===== src/rtl/z80_bus_bridge.sv =====
// Z80 pin-side bus responder: turns each qualified core bus cycle into one req/ack back-end
// transaction, stretching the cycle with wait_n and answering interrupt acknowledge locally.
module z80_bus_bridge #(
    parameter int unsigned TIMEOUT    = 255,
    parameter logic [7:0]  INT_VECTOR = 8'hFF
) (
    input  logic        wb_clk_i,
    input  logic        wb_rst_i,
    input  logic [15:0] z80_addr,
    input  logic [7:0]  z80_dout,
    input  logic        m1_n,
    input  logic        mreq_n,
    input  logic        iorq_n,
    input  logic        rd_n,
    input  logic        wr_n,
    input  logic        rfsh_n,
    output logic [7:0]  z80_din,
    output logic        wait_n,
    output logic        mem_req,
    output logic        mem_we,
    output logic        mem_io,
    output logic [15:0] mem_addr,
    output logic [7:0]  mem_wdata,
    input  logic [7:0]  mem_rdata,
    input  logic        mem_ack,
    output logic        timeout_err
);

    localparam logic [7:0] TimeoutLast = 8'(TIMEOUT - 1);

    typedef enum logic [1:0] {StIdle, StReq, StHold, StInta} state_e;

    state_e      state_q, state_d;
    logic [7:0]  cnt_q, cnt_d;
    logic [7:0]  din_q, din_d;
    logic [15:0] addr_q, addr_d;
    logic [7:0]  wdata_q, wdata_d;
    logic        req_q, req_d;
    logic        we_q, we_d;
    logic        io_q, io_d;
    logic        err_q, err_d;
    logic        abort_q, abort_d;

    logic memrd, memwr, iord, iowr, inta, active;
    logic keep_result;

    assign memrd  = ~mreq_n & ~rd_n & rfsh_n;
    assign memwr  = ~mreq_n & ~wr_n;
    assign iord   = ~iorq_n & ~rd_n & m1_n;
    assign iowr   = ~iorq_n & ~wr_n & m1_n;
    assign inta   = ~iorq_n & ~m1_n;
    assign active = memrd | memwr | iord | iowr | inta;

    // A result is only delivered if the core is still waiting for it.
    assign keep_result = active & ~abort_q;

    always_comb begin
        state_d = state_q;
        cnt_d   = cnt_q;
        din_d   = din_q;
        addr_d  = addr_q;
        wdata_d = wdata_q;
        req_d   = req_q;
        we_d    = we_q;
        io_d    = io_q;
        err_d   = err_q;
        abort_d = abort_q;

        case (state_q)
            StIdle: begin
                if (active) begin
                    if (inta) begin
                        din_d   = INT_VECTOR;
                        state_d = StInta;
                    end else begin
                        addr_d  = z80_addr;
                        wdata_d = z80_dout;
                        we_d    = memwr | iowr;
                        io_d    = iord | iowr;
                        req_d   = 1'b1;
                        cnt_d   = 8'h00;
                        abort_d = 1'b0;
                        state_d = StReq;
                    end
                end
            end
            StReq: begin
                if (!active) begin
                    abort_d = 1'b1;
                end
                if (mem_ack) begin
                    req_d = 1'b0;
                    if (keep_result) begin
                        din_d   = mem_rdata;
                        state_d = StHold;
                    end else begin
                        state_d = StIdle;
                    end
                end else if (cnt_q == TimeoutLast) begin
                    req_d = 1'b0;
                    err_d = 1'b1;
                    if (keep_result) begin
                        din_d   = 8'hFF;
                        state_d = StHold;
                    end else begin
                        state_d = StIdle;
                    end
                end else begin
                    cnt_d = cnt_q + 8'd1;
                end
            end
            StHold, StInta: begin
                if (!active) begin
                    state_d = StIdle;
                end
            end
            default: state_d = StIdle;
        endcase
    end

    always_ff @(posedge wb_clk_i) begin
        if (wb_rst_i) begin
            state_q <= StIdle;
            cnt_q   <= 8'h00;
            din_q   <= 8'h00;
            addr_q  <= 16'h0000;
            wdata_q <= 8'h00;
            req_q   <= 1'b0;
            we_q    <= 1'b0;
            io_q    <= 1'b0;
            err_q   <= 1'b0;
            abort_q <= 1'b0;
        end else begin
            state_q <= state_d;
            cnt_q   <= cnt_d;
            din_q   <= din_d;
            addr_q  <= addr_d;
            wdata_q <= wdata_d;
            req_q   <= req_d;
            we_q    <= we_d;
            io_q    <= io_d;
            err_q   <= err_d;
            abort_q <= abort_d;
        end
    end

    assign z80_din     = din_q;
    assign mem_req     = req_q;
    assign mem_we      = we_q;
    assign mem_io      = io_q;
    assign mem_addr    = addr_q;
    assign mem_wdata   = wdata_q;
    assign timeout_err = err_q;

    // Held high during reset so the core is never stalled by a bridge that is being cleared.
    assign wait_n = wb_rst_i |
                    ~(active & ((state_q == StIdle) | (state_q == StReq)) & ~inta);

endmodule


===== config.mk =====
export PLATFORM = sky130hd
export DESIGN_NAME = z80_bus_bridge
export DESIGN_NICKNAME = d
export VERILOG_FILES = /design/src/rtl/z80_bus_bridge.sv
export SDC_FILE = /design/constraint.sdc
export NUM_CORES = 1
export LEC_CHECK = 0
export ABC_AREA = 1
export CAP_MARGIN = 20
export CORE_ASPECT_RATIO = 1.5
export CORE_MARGIN = 2
export CORE_UTILIZATION = 46
export CTS_BUF_LIST = sky130_fd_sc_hd__clkbuf_4 sky130_fd_sc_hd__clkbuf_8
export DETAILED_ROUTE_END_ITERATION = 7
export GPL_TIMING_DRIVEN = 0
export PLACE_DENSITY = 0.87
export SLEW_MARGIN = 20
export SYNTH_ARGS = -nofsm -noshare
export SYNTH_HDL_FRONTEND = slang
export SYNTH_SLANG_ARGS = --single-unit

===== constraint.sdc =====
create_clock -name wb_clk_i -period 2.06 [get_ports wb_clk_i]
set_clock_uncertainty 0.15 [all_clocks]
set_input_delay 0.618 -clock wb_clk_i [delete_from_list [all_inputs] [get_ports wb_clk_i]]
set_output_delay 0.618 -clock wb_clk_i [all_outputs]
set_load 0.02 [all_outputs]

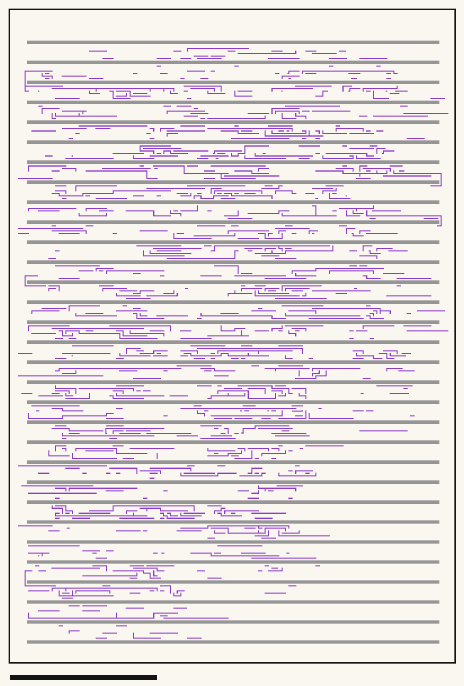
(images/m1.png)
Scale bar: 20 um. Supply wires on this layer in grey.
nets with wire on the layer: 393
main direction: horizontal
wire length on this layer: 2,290 um
share of all routed wire: 39%
longest straight run: 17.0 um

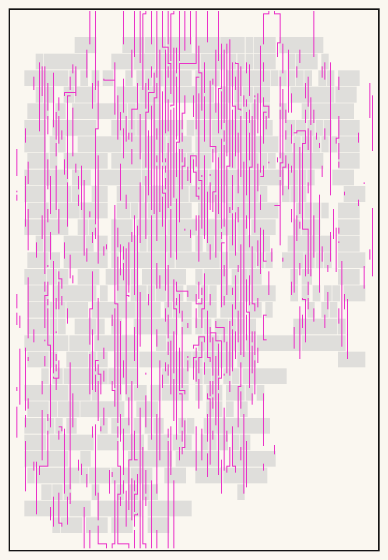
(images/m2.png)
main direction: vertical
longest straight run: 36.7 um
share of all routed wire: 52%
wire length on this layer: 3,030 um
nets with wire on the layer: 365
met2 Usage GRT: 42.3%
Post-Route WL: 5.80 mm
via count: 2,255

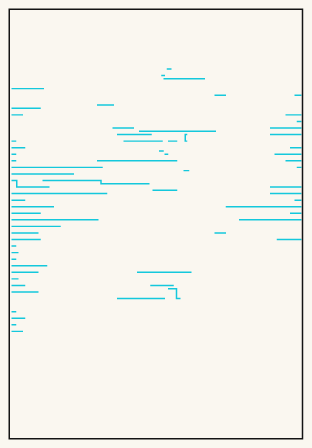
(images/m3.png)
wire length on this layer: 370 um
share of all routed wire: 6.4%
grt met3 use: 4.97%

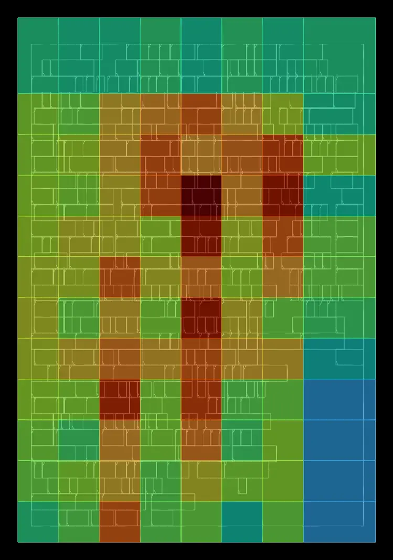
(images/congestion_map.png)
Final Core Density: 71.6%
GRT Total Usage: 22.4%
gr busiest metal: met2
wire per inst: 12.5 um

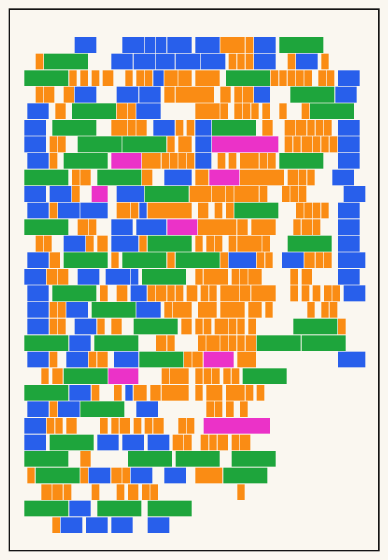
(images/class_map.png)
legend:
  green:
    class: sequential cells
    cells: 47
    share_of_their_area: 29%
  blue:
    class: remaining buffers and delay cells
    cells: 90
    share_of_their_area: 28%
  magenta:
    class: clock drivers and dummy loads
    cells: 8
    share_of_their_area: 4.3%
  orange:
    class: remaining logic cells
    cells: 253
    share_of_their_area: 39%
flop share of the area: 28.7%
FP Rows: 30
CORE AREA: 4580 um2
fin area: 3280 um2

==> out/results.ini <==
[layout]
inverters_excl_clock=35
clk_share_pct=4.16
stdcell_count=462
flops=47
comb_share_pct=33.7
clkbuf_count=6

[clocking]
hold_buffers=0
cts_sinks=47
clkSlewWorstSetupHoldPaths_ns=0.08
post-cts-setup-buffers=5
cts_buffers=5
cts_tree=done

[sta]
fmax_mhz=473
finalHoldViolations=0
layout_setup_ws_ns=-0.0533
maxSlewViolCount=0
min_period_over_period_pct=103
relSlewSlack_pct=67.4
hold_slack_ns=0.328
finalSetupViolations=1

[setup_path]
critPathMaxStageDelay_ns=0.21
crit_slowest_cell=clkdlybuf4s15_2
cp.depth=6
end_kind=primary output
crit_chain=clkdlybuf4s15_2 -> nand2_2 -> nand3_4 -> nand3_4 -> nand3_2 -> buf_6
worst-setup-path-type=input port to primary output
cp_data_required_time_ns=1.29

[drt]
route.detailed.drc=0
wl_met3_um=370
wl_met1_mm=2.29
wl_met2_mm=3.03

[grt]
grt_pass1_wl_mm=9.43

[synth]
ys_types=26
xor_share_pct=1.99
ys_area_um2=2200
netlist.area_leader.share_pct=42.8
top_cells_by_count=82 x nor2_1, 56 x nand2_1, 47 x dfxtp_1
ys_sh_simple_pct=34.3

[worst_hold_path]
hold_start=mem_we
holdPathStages=2

[power]
ir_drop_v=0.000682

[floorplanning]
die-area_um2=5370
die_w_um=60.5

[run_status]
violations=negative setup slack
status=finished, violations left

[how the worst max path moves through the flow]
stage / endpoint / slack [ns]
2_1_floorplan: wait_n / 0.06
3_3_place_gp: wait_n / -1.20
3_5_place_dp: wait_n / -1.19
4_1_cts: wait_n / 0.004
5_1_grt: wait_n / -0.06
6_report: wait_n / -0.05
[sequential cells by signal, indices dropped and copies added (netlist names)]
signal,cells
state_q,2
mem_req,1
cnt_q,8
mem_we,1
mem_wdata,8
mem_io,1
mem_addr,16
z80_din,8
timeout_err,1
abort_q,1
[metal layers]
metal	GRT usage [%]	up-vias
li1	-	1134
met1	24.1	1029
met2	42.3	79
met3	4.97	13
met4	6.92	0
met5	0	-
[power by group]
| group | switching, mW | internal (mW) | leakage (nW) |
|---|---|---|---|
| Combinational | 0.474 | 0.364 | 1.05 |
| Sequential | 0.0570 | 1.01 | 0.386 |
| Clock | 0.315 | 0.498 | 0.0688 |
[cells in the final DEF, fill, tap and decap left out]
cell,netlist,routed
clkbuf_4,0,1
clkdlybuf4s15_2,0,3
xor2_1,3,3
a211oi_1,1,1
nand3_1,11,10
dlymetal6s2s_1,0,7
ha_1,2,2
nor2_2,2,4
buf_6,4,5
nor2_8,2,2
o21ai_0,26,26
xnor2_1,2,2
inv_2,6,9
nand2_4,3,3
dlygate4sd2_1,0,1
inv_1,28,25
nand2_1,56,54
a31oi_1,1,1
nand3_4,0,2
o21bai_1,1,1
clkdlybuf4s50_1,0,62
inv_4,1,1
dfxtp_1,47,47
nand2_2,1,3
clkbuf_1,4,3
nand4_1,2,2
nor2_1,82,79
clkbuf_8,0,6
bufinv_16,0,2
buf_4,0,5
nor2_4,5,6
nand3_2,2,1
buf_2,0,3
a21oi_1,13,13
a21oi_2,1,1
o21ai_2,2,2
No activity file was given, so power comes from the tool's default toggle rates.
